File: src/rtl/tc_array_if.sv
// rtl/tc_array_if.sv - word-addressed register bus between the bridge and tc_array
interface tc_array_if;
    logic [5:0]  Addr;
    logic        WE;
    logic [31:0] Din;
    logic [31:0] Dout;

    modport master (output Addr, output WE, output Din, input Dout);
    modport slave  (input Addr, input WE, input Din, output Dout);
endinterface

File: src/rtl/tc_array.sv
// rtl/tc_array.sv - N_CH down-counting timers behind one register window.
// Per-channel prescaler is built only when TC_ARRAY_PRESCALE_EN is defined.
module tc_array #(
    parameter int N_CH  = 2,
    parameter int CNT_W = 32
) (
    input  logic            clk,
    input  logic            reset,
    tc_array_if.slave       bus,
    output logic [N_CH-1:0] IRQ,
    output logic            irq_any
);
    typedef enum logic [1:0] {S_IDLE, S_LOAD, S_CNT, S_INT} state_t;

    state_t           state_q  [N_CH];
    state_t           state_d  [N_CH];
    logic             en_q     [N_CH];
    logic             en_d     [N_CH];
    logic [1:0]       mode_q   [N_CH];
    logic [1:0]       mode_d   [N_CH];
    logic             im_q     [N_CH];
    logic             im_d     [N_CH];
    logic [CNT_W-1:0] preset_q [N_CH];
    logic [CNT_W-1:0] preset_d [N_CH];
    logic [CNT_W-1:0] count_q  [N_CH];
    logic [CNT_W-1:0] count_d  [N_CH];
    logic             pend_q   [N_CH];
    logic             pend_d   [N_CH];
`ifdef TC_ARRAY_PRESCALE_EN
    logic [7:0]       presc_q  [N_CH];
    logic [7:0]       presc_d  [N_CH];
    logic [7:0]       pscnt_q  [N_CH];
    logic [7:0]       pscnt_d  [N_CH];
`endif

    logic [3:0] ch;
    logic [1:0] rsel;
    logic       wr_ctrl   [N_CH];
    logic       wr_preset [N_CH];
    logic       tick      [N_CH];
    logic       unused_din;

    assign ch         = bus.Addr[5:2];
    assign rsel       = bus.Addr[1:0];
    assign unused_din = ^bus.Din;

    always_comb begin
        for (int i = 0; i < N_CH; i++) begin
            wr_ctrl[i]   = bus.WE && (ch == 4'(i)) && (rsel == 2'd0);
            wr_preset[i] = bus.WE && (ch == 4'(i)) && (rsel == 2'd1);
`ifdef TC_ARRAY_PRESCALE_EN
            tick[i]      = (pscnt_q[i] == presc_q[i]);
`else
            tick[i]      = 1'b1;
`endif
        end
    end

    always_comb begin
        for (int i = 0; i < N_CH; i++) begin
            state_d[i]  = state_q[i];
            en_d[i]     = en_q[i];
            mode_d[i]   = mode_q[i];
            im_d[i]     = im_q[i];
            preset_d[i] = preset_q[i];
            count_d[i]  = count_q[i];
            pend_d[i]   = pend_q[i];
`ifdef TC_ARRAY_PRESCALE_EN
            presc_d[i]  = presc_q[i];
            pscnt_d[i]  = pscnt_q[i];
`endif
            case (state_q[i])
                S_IDLE: if (en_q[i]) state_d[i] = S_LOAD;
                S_LOAD: begin
                    count_d[i] = preset_q[i];
`ifdef TC_ARRAY_PRESCALE_EN
                    pscnt_d[i] = 8'd0;
`endif
                    state_d[i] = S_CNT;
                end
                S_CNT: begin
                    if (!en_q[i]) begin
                        state_d[i] = S_IDLE;
                    end else if (tick[i]) begin
`ifdef TC_ARRAY_PRESCALE_EN
                        pscnt_d[i] = 8'd0;
`endif
                        // PRESET=0 lands here on the first tick, same as PRESET=1
                        if (count_q[i] > CNT_W'(1)) begin
                            count_d[i] = count_q[i] - CNT_W'(1);
                        end else begin
                            count_d[i] = '0;
                            state_d[i] = S_INT;
                            pend_d[i]  = 1'b1;
                        end
                    end
`ifdef TC_ARRAY_PRESCALE_EN
                    else begin
                        pscnt_d[i] = pscnt_q[i] + 8'd1;
                    end
`endif
                end
                S_INT: begin
                    if (mode_q[i] == 2'b01) begin
                        state_d[i] = S_LOAD;
                        pend_d[i]  = 1'b0;
                    end else begin
                        en_d[i]    = 1'b0;
                        state_d[i] = S_IDLE;
                    end
                end
                default: state_d[i] = S_IDLE;
            endcase

            // Software CTRL write overrides the hardware Enable clear and drops pend
            if (wr_ctrl[i]) begin
                en_d[i]   = bus.Din[0];
                mode_d[i] = bus.Din[2:1];
                im_d[i]   = bus.Din[3];
                pend_d[i] = 1'b0;
`ifdef TC_ARRAY_PRESCALE_EN
                presc_d[i] = bus.Din[15:8];
`endif
            end
            if (wr_preset[i]) preset_d[i] = bus.Din[CNT_W-1:0];
        end
    end

    always_ff @(posedge clk or negedge reset) begin
        if (!reset) begin
            for (int i = 0; i < N_CH; i++) begin
                state_q[i]  <= S_IDLE;
                en_q[i]     <= 1'b0;
                mode_q[i]   <= 2'b00;
                im_q[i]     <= 1'b0;
                preset_q[i] <= '0;
                count_q[i]  <= '0;
                pend_q[i]   <= 1'b0;
`ifdef TC_ARRAY_PRESCALE_EN
                presc_q[i]  <= 8'd0;
                pscnt_q[i]  <= 8'd0;
`endif
            end
        end else begin
            state_q  <= state_d;
            en_q     <= en_d;
            mode_q   <= mode_d;
            im_q     <= im_d;
            preset_q <= preset_d;
            count_q  <= count_d;
            pend_q   <= pend_d;
`ifdef TC_ARRAY_PRESCALE_EN
            presc_q  <= presc_d;
            pscnt_q  <= pscnt_d;
`endif
        end
    end

    always_comb begin
        bus.Dout = '0;
        for (int i = 0; i < N_CH; i++) begin
            if (ch == 4'(i)) begin
                case (rsel)
`ifdef TC_ARRAY_PRESCALE_EN
                    2'd0: bus.Dout = {16'd0, presc_q[i], 4'd0, im_q[i], mode_q[i], en_q[i]};
`else
                    2'd0: bus.Dout = {16'd0, 8'd0, 4'd0, im_q[i], mode_q[i], en_q[i]};
`endif
                    2'd1: bus.Dout = 32'(preset_q[i]);
                    2'd2: bus.Dout = 32'(count_q[i]);
                    default: bus.Dout = '0;
                endcase
            end
        end
    end

    always_comb begin
        for (int i = 0; i < N_CH; i++) IRQ[i] = pend_q[i] & im_q[i];
        irq_any = |IRQ;
    end
endmodule

File: src/flat_wrapper.sv
// flat-port wrapper written by rule: the top's interface ports become plain ports
module tc_array_flat 
#(
    parameter int N_CH  = 2,
    parameter int CNT_W = 32
)
  (clk, reset, IRQ, irq_any, bus_Addr, bus_WE, bus_Din, bus_Dout);
  tc_array_if bus_i ();
  input  logic clk;
  input  logic reset;
  output logic [N_CH-1:0] IRQ;
  output logic irq_any;
  input wire logic [$bits(bus_i.Addr)-1:0] bus_Addr;
  input wire logic [$bits(bus_i.WE)-1:0] bus_WE;
  input wire logic [$bits(bus_i.Din)-1:0] bus_Din;
  output wire logic [$bits(bus_i.Dout)-1:0] bus_Dout;
  assign bus_i.Addr = bus_Addr;
  assign bus_i.WE = bus_WE;
  assign bus_i.Din = bus_Din;
  assign bus_Dout = bus_i.Dout;
  tc_array #(.N_CH(N_CH), .CNT_W(CNT_W)) u_core (.clk(clk), .reset(reset), .bus(bus_i), .IRQ(IRQ), .irq_any(irq_any));
endmodule
File: config.mk
export PLATFORM = sky130hd
export DESIGN_NAME = tc_array_flat
export DESIGN_NICKNAME = d
export VERILOG_FILES = /design/src/rtl/tc_array_if.sv /design/src/rtl/tc_array.sv /design/src/flat_wrapper.sv
export SDC_FILE = /design/constraint.sdc
export NUM_CORES = 1
export LEC_CHECK = 0
export CAP_MARGIN = 20
export CORE_MARGIN = 5
export CORE_UTILIZATION = 25
export CTS_CLUSTER_SIZE = 30
export DETAILED_ROUTE_END_ITERATION = 10
export GPL_ROUTABILITY_DRIVEN = 0
export GPL_TIMING_DRIVEN = 0
export SYNTH_ARGS = -nofsm -noshare
export SYNTH_HDL_FRONTEND = slang
export SYNTH_SLANG_ARGS = --single-unit
export TNS_END_PERCENT = 1
File: constraint.sdc
create_clock -name clk -period 3.7 [get_ports clk]
set_clock_uncertainty 0.1 [all_clocks]
set_input_delay 0.74 -clock clk [delete_from_list [all_inputs] [get_ports clk]]
set_output_delay 0.74 -clock clk [all_outputs]
set_load 0.005 [all_outputs]
==> images/class_map.png <==
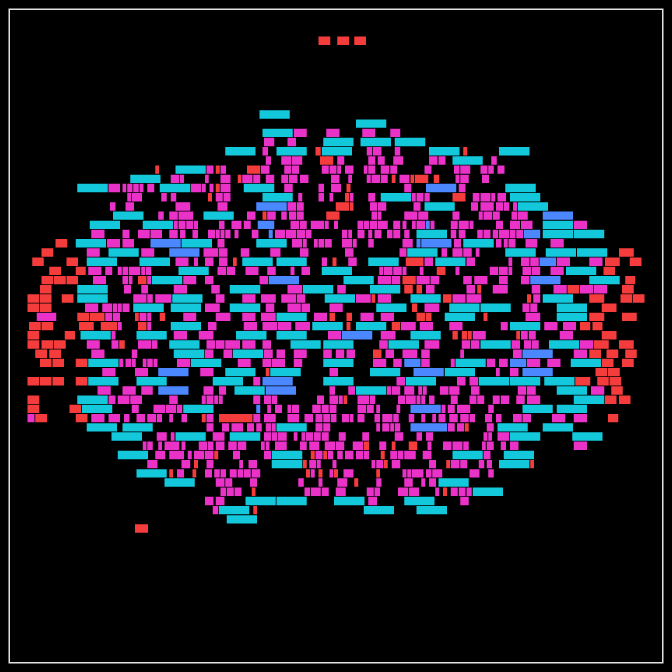
legend:
  clock drivers and dummy loads:
    color: blue
    cells: 27
    share_of_their_area: 5.4%
  registers:
    color: cyan
    cells: 142
    share_of_their_area: 36%
  remaining logic cells:
    color: magenta
    cells: 650
    share_of_their_area: 46%
  remaining buffers and delay cells:
    color: red
    cells: 152
    share_of_their_area: 12%
flop share of the area: 34.0%
final core utilization: 31.4%
final instance area: 10,500 µm²

==> images/gates.png <==
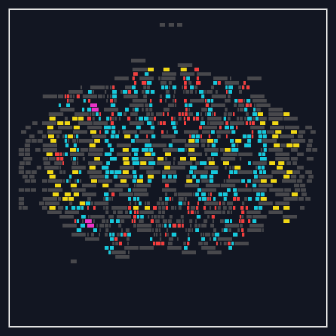
legend:
  fa/ha/maj cells:
    color: magenta
    cells: 4
    where: west
  mux cells:
    color: yellow
    cells: 82
    where: a horizontal strip, middle
  nand cells:
    color: red
    cells: 131
  aoi and oai cells:
    color: cyan
    cells: 228
final non-filler cell total: 1,419
logic share of the area: 43.3%

==> images/clock_wires.png <==
The bar under the picture is 50 µm long.
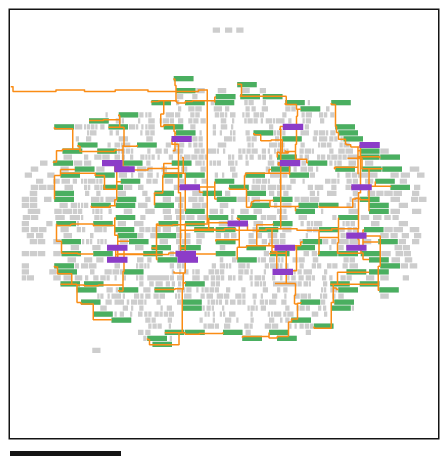
legend:
  clock-net drivers:
    color: purple
    count: 17
  flip-flops:
    color: green
    count: 142
  clock wires:
    color: orange
    length: 2,010 µm
routed clock nets: 18
clock share of power: 24.8%
clk pwr: 1.63 mW
clock latency on the worst-skew pair: 0.42 ns

==> metal layers <==
| metal | up-vias | wire length, µm |
|---|---|---|
| met3 | 53 | 3870 |
| li1 | 3600 | - |
| met4 | 2 | 543 |
| met1 | 4139 | 14800 |
| met2 | 520 | 12600 |
| met5 | - | 13 |
==> cell type report <==
cell class | count | area (µm²) | area share (%)
Buffer | 76 | 408 | 3.90
Tap cell | 448 | 561 | 5.36
Clock buffer | 26 | 509 | 4.87
Clock inverter | 1 | 30.0 | 0.287
Multi-Input combinational cell | 631 | 4530 | 43.3
Inverter | 19 | 71.3 | 0.682
Sequential cell | 142 | 3550 | 34.0
Timing Repair Buffer | 76 | 802 | 7.67
==> where the power goes <==
group          internal, mW  switching (mW)
clock network         0.996           0.632
logic                 0.914            1.49
registers              1.97           0.569
total                  3.88            2.69
==> flow_metrics.py <==
# Generated from Yosys and OpenROAD reports
metrics = {
    "worst_setup_path": {
        "endpoint": "bus_Dout[30]",
        "r2r_slack_ns": 0.28,
        "required_ns": 2.86,
        "max_stage_delay_ns": 0.56,
        "crit_fanout": 10,
        "cpMostUsedCell": "clkdlybuf4s50_1",
        "rr_worst_depth": 7,
        "startpoint_type": "input pin",
    },
    "cts": {
        "ctsRootBufferMaster": "clkbuf_16",
        "clk_path_buf_depth": 2,
    },
    "outcome": {
        "violations": "setup timing",
        "status": "complete, but fails checks",
    },
    "sta": {
        "drv_slew": 0,
        "max_slew_margin_pct": 37.0,
        "fin_ws_ns": -0.125,
        "max_freq_mhz": 261,
        "final.setup.tns_ns": -0.788,
        "setup_viol": 11,
    },
    "run": {
        "cap_viol_max_count": 0,
        "warnings": 30,
    },
    "route": {
        "drc": 0,
        "dr_total_vias": 8314,
        "wl_per_cell_um": 22.5,
    },
    "yosys": {
        "ys_async_sr_fraction_pct": 100,
        "ys_cells": 868,
        "top_cells_by_count": "dfrtp_1 (142), a22oi_1 (80), mux2_2 (70)",
        "yosys.area.top_type": "dfrtp_1",
        "ys_warn_count": 0,
        "synthCells": 868,
        "synth-edff-count": 0,
        "ys.flops": 142,
        "compound_area_share_pct": 21.3,
        "synthTopCellsByArea": "dfrtp_1 (43%), mux2_2 (9.4%), a22oi_1 (7.2%)",
        "ys_sh_adder_pct": 0.600,
    },
    "final_layout": {
        "layout_top_cells": "dfrtp_1 (142), a22oi_1 (80), mux2_2 (70)",
        "largestRegisters": "u_core.count_q x64, u_core.preset_q x64",
        "nets": 1008,
        "syn_to_final_growth_pct": 25.4,
    },
    "floorplan": {
        "num_rows": 67,
    },
    "grt": {
        "grt_usage_pct": 16.9,
        "grt.overflow.total": 0,
        "grt_pass1_wl_mm": 48.2,
        "grt_util_met2_pct": 22.7,
        "grt_max_degree": 94,
    },
    "placement": {
        "dpl_worst_slack_ns": -1.39,
    },
    "worst_hold_path": {
        "hp-class": "in -> async",
    },
}
Power is estimated from default activity; no workload was simulated.
